Fig. 1: PDN straps and rails
Scale bar: 50 µm. Pins as bars on the die edge.
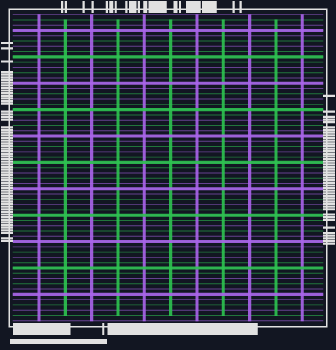
Fig. 2: cells colored by class
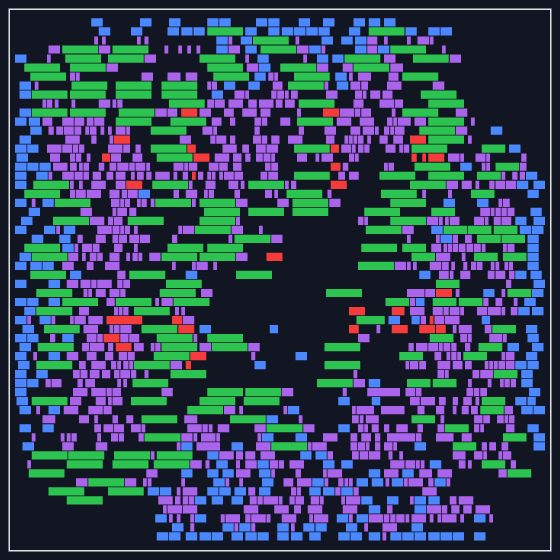
Fig. 3: clock distribution
Scale bar: 50 µm.
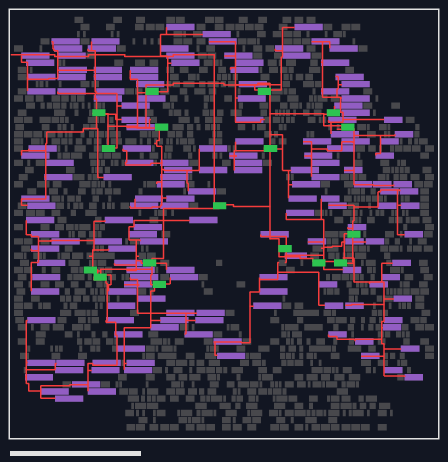
Fig. 4: signal wires by layer
Scale bar: 50 µm.
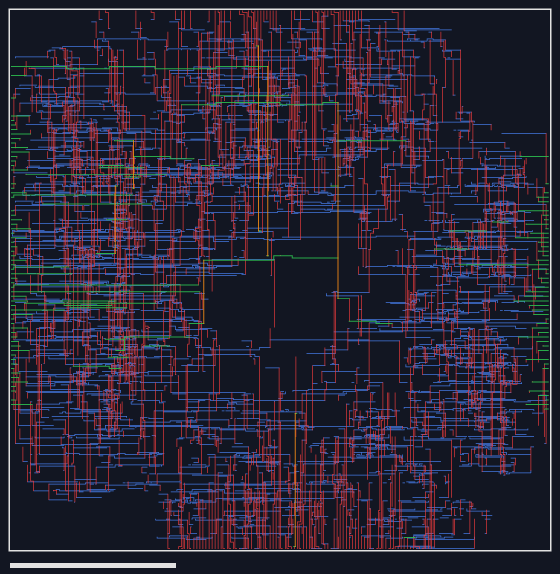
Fig. 5: clock nets
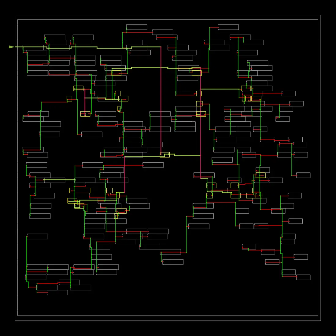
**config.mk**
```make
export PLATFORM = sky130hd
export DESIGN_NAME = branch_resolve_unit
export DESIGN_NICKNAME = d
export VERILOG_FILES = /design/src/rtl/branch_resolve_unit.sv
export SDC_FILE = /design/constraint.sdc
export NUM_CORES = 1
export LEC_CHECK = 0
export CAP_MARGIN = 10
export CORE_UTILIZATION = 39
export CTS_BUF_LIST = sky130_fd_sc_hd__clkbuf_8
export DETAILED_ROUTE_END_ITERATION = 16
export MAX_ROUTING_LAYER = met4
export PLACE_DENSITY = 0.67
export REMOVE_ABC_BUFFERS = 1
export SYNTH_ARGS = -nofsm -noshare
export SYNTH_HDL_FRONTEND = slang
export SYNTH_SLANG_ARGS = --single-unit
```
**constraint.sdc**
```tcl
create_clock -name clk -period 8.8 [get_ports clk]
set_input_delay 0.88 -clock clk [delete_from_list [all_inputs] [get_ports clk]]
set_output_delay 0.88 -clock clk [all_outputs]
set_load 0.01 [all_outputs]
```
**src/rtl/branch_resolve_unit.sv**
```systemverilog
// Branch resolution unit: resolves direction/target/mispredict and queues results in a DEPTH-entry FIFO.
// Optional feature macro: BRANCH_JALR_EN (adds JALR resolution against pred_addr).
`ifndef OpBus
`define OpBus [3:0]
`endif
`ifndef BEQ
`define BEQ  4'd1
`endif
`ifndef BNE
`define BNE  4'd2
`endif
`ifndef BLT
`define BLT  4'd3
`endif
`ifndef BGE
`define BGE  4'd4
`endif
`ifndef BLTU
`define BLTU 4'd5
`endif
`ifndef BGEU
`define BGEU 4'd6
`endif
`ifndef JALR
`define JALR 4'd7
`endif

module branch_resolve_unit #(
    parameter int XLEN  = 32,
    parameter int TAG_W = 2,
    parameter int DEPTH = 2,
    parameter int CNT_W = 16
) (
    input  logic             clk,
    input  logic             rst,
    input  logic             flush,
    input  logic             in_valid,
    output logic             in_ready,
    input  logic `OpBus      op,
    input  logic [XLEN-1:0]  opnd_a,
    input  logic [XLEN-1:0]  opnd_b,
    input  logic [XLEN-1:0]  imm,
    input  logic [XLEN-1:0]  pc,
    input  logic [TAG_W-1:0] tag,
    input  logic             pred,
    input  logic [XLEN-1:0]  pred_addr,
    output logic             res_valid,
    input  logic             res_ready,
    output logic [TAG_W-1:0] res_tag,
    output logic [XLEN-1:0]  res_addr,
    output logic             res_mis,
    output logic [XLEN-1:0]  res_link,
    output logic [CNT_W-1:0] stat_total,
    output logic [CNT_W-1:0] stat_mis
);
    localparam int PW = $clog2(DEPTH);
    localparam logic [PW:0] FULL = (PW+1)'(DEPTH);

    typedef struct packed {
        logic [TAG_W-1:0] tag;
        logic [XLEN-1:0]  addr;
        logic             mis;
        logic [XLEN-1:0]  link;
    } res_t;

    res_t [DEPTH-1:0] mem;
    res_t             new_e;
    res_t             head;
    logic [PW-1:0]    wptr, rptr;
    logic [PW:0]      count;
    logic             taken, push, pop;

    // One taken bit feeds both target and mispredict so their signedness can't diverge.
    always_comb begin
        taken = 1'b0;
        case (op)
            `BEQ:  taken = (opnd_a == opnd_b);
            `BNE:  taken = (opnd_a != opnd_b);
            `BLT:  taken = ($signed(opnd_a) <  $signed(opnd_b));
            `BGE:  taken = ($signed(opnd_a) >= $signed(opnd_b));
            `BLTU: taken = (opnd_a <  opnd_b);
            `BGEU: taken = (opnd_a >= opnd_b);
            default: taken = 1'b0;
        endcase
        new_e.tag  = tag;
        new_e.link = pc + XLEN'(4);
        new_e.addr = taken ? (pc + imm) : (pc + XLEN'(4));
        new_e.mis  = taken ^ pred;
`ifdef BRANCH_JALR_EN
        if (op == `JALR) begin
            new_e.addr = (opnd_a + imm) & {{(XLEN-1){1'b1}}, 1'b0};
            new_e.mis  = (new_e.addr != pred_addr);
        end
`endif
    end

`ifndef BRANCH_JALR_EN
    logic unused_pred_addr;
    assign unused_pred_addr = ^pred_addr;
`endif

    assign in_ready  = (count != FULL);
    assign res_valid = (count != '0);
    assign push      = in_valid && in_ready && !flush;
    assign pop       = res_valid && res_ready;

    assign head      = mem[rptr];
    assign res_tag   = res_valid ? head.tag  : '0;
    assign res_addr  = res_valid ? head.addr : '0;
    assign res_mis   = res_valid && head.mis;
    assign res_link  = res_valid ? head.link : '0;

    always_ff @(posedge clk) begin
        if (push && !rst)
            mem[wptr] <= new_e;
    end

    always_ff @(posedge clk) begin
        if (rst) begin
            wptr       <= '0;
            rptr       <= '0;
            count      <= '0;
            stat_total <= '0;
            stat_mis   <= '0;
        end else begin
            // Statistics survive flush; only accepted ops count.
            if (push && stat_total != '1)
                stat_total <= stat_total + 1'b1;
            if (push && new_e.mis && stat_mis != '1)
                stat_mis <= stat_mis + 1'b1;
            if (flush) begin
                wptr  <= '0;
                rptr  <= '0;
                count <= '0;
            end else begin
                if (push) wptr <= wptr + 1'b1;
                if (pop)  rptr <= rptr + 1'b1;
                case ({push, pop})
                    2'b10:   count <= count + 1'b1;
                    2'b01:   count <= count - 1'b1;
                    default: count <= count;
                endcase
            end
        end
    end
endmodule

```
==> flow_metrics.tcl <==
# collected from the flow reports
set metrics [dict create \
    cp_data_arrival_time_ns 4.58 \
    die_area_mm2 0.0265 \
    wl_met1_um 11300 \
    finalClockPeriodUsage_pct 50.2 \
    max_stage_delay_ns 0.54 \
    top_layer "met4" \
    status "complete, no violations" \
    finalSetupViolCount 0 \
    aoi_share_pct 10.3 \
    hp-start "stat_mis[7]" \
    die_width_um 163 \
    cts_resized 0 \
    drv_slew 0 \
    ys_area_mm2 0.0101 \
    cts_tree "built" \
    busiest_layer "met2" \
    hold_path_depth 2 \
    dpl_worst_slack_ns 3.92 \
    drtPass1Iterations 4 \
    regToRegStartpoint "stat_mis[4]" \
    post_cts_buffers 0 \
    p_switching_uw 488 \
    ant_nets 0 \
    nFillCells 2312 \
    swShare_pct 27.5 \
    startpoint "pc[0]" \
    drc_errors 0 \
    crit_buf_inv 2 \
    pwr-share-seq_pct 50.4 \
]
## Picture notes: Fig. 1
[purple] VSS
[green] VDD
rows: 58
met1 rails: 59
met4 straps: 11
met5 straps: 11
signal pins: 273

## Picture notes: Fig. 2
[purple] all other logic | cells: 766
[blue] other buffers and delay cells | cells: 246
[green] flip-flops | cells: 170
[red] clock drivers and dummy loads | cells: 31

## Picture notes: Fig. 3
[purple] flip-flops | count: 170
[green] cells driving clock nets | count: 17
[red] clock wires | length: 2210 µm
routed clock nets: 18

## Picture notes: Fig. 4
[orange] met4 | wire length: 266 µm
[red] met2 | wire length: 12000 µm
[blue] met1 | wire length: 11300 µm
[green] met3 | wire length: 1100 µm

## Picture notes: Fig. 5
Late-Pin Clk Latency: 0.47 ns
clk sinks: 170
CTS Buf Count: 17
clk_skew: 0.0132 ns
clk pwr: 524 µW

## cells in the final DEF, fill, tap and decap left out, types with 13 or more instances in the layout
cell / n
a21o_1: 13
a21oi_1: 68
and3_1: 16
clkbuf_8: 17
clkdlybuf4s50_1: 240
dfxtp_1: 35
edfxtp_1: 134
ha_1: 67
inv_1: 50
mux2i_1: 70
nand2_1: 51
nand3_1: 24
nand4_1: 17
nor2_1: 141
nor2b_1: 16
o21ai_0: 25
xnor2_1: 43
xor2_1: 30
## layout make-up
| cell class | count | share of cell area [%] |
|---|---|---|
| tap | 330 | 3.13 |
| multi-input combinational | 716 | 38.2 |
| inverter | 50 | 1.42 |
| clock inverter | 14 | 0.910 |
| sequential | 170 | 36.0 |
| clock buffer | 17 | 1.77 |
| timing repair buffer | 246 | 18.5 |
| antenna | 2 | 0.0379 |
## metrics by stage
step	std cells	hold WS (ns)	power [µW]	instance area, µm²
2_1_floorplan	936	0.498	1120	9930
3_3_place_gp	1512	0.471	1260	12800
3_5_place_dp	1512	0.494	1270	12800
4_1_cts	1543	0.508	1790	13200
5_1_grt	1545	0.541	1860	13200
6_report	1545	0.506	1770	13200
## sequential cells by signal, summed over array words and instances, names as in the netlist
register and count:
mem 134, stat_total 16, count 2, wptr 1, rptr 1, stat_mis 16
## synth_stat cells, types with 17 or more instances
master,count,area [µm²]
nor2_1,142,533
edfxtp_1,134,4020
mux2i_1,70,701
a21oi_1,68,340
ha_1,67,838
nand2_1,51,191
inv_1,50,188
xnor2_1,43,377
dfxtp_1,36,721
xor2_1,30,263
o21ai_0,25,125
nand3_1,24,120
clkbuf_1,20,75.1
nand4_1,17,106
## power groups by stage
stage                     clock, µW  combinational, µW  sequential, µW
after floorplan                   0                201             917
after global placement            0                350             913
after detailed placement          0                354             913
after CTS                       540                358             895
after global routing            569                392             897
final                           524                355             895
Power and IR drop assume default switching activity.
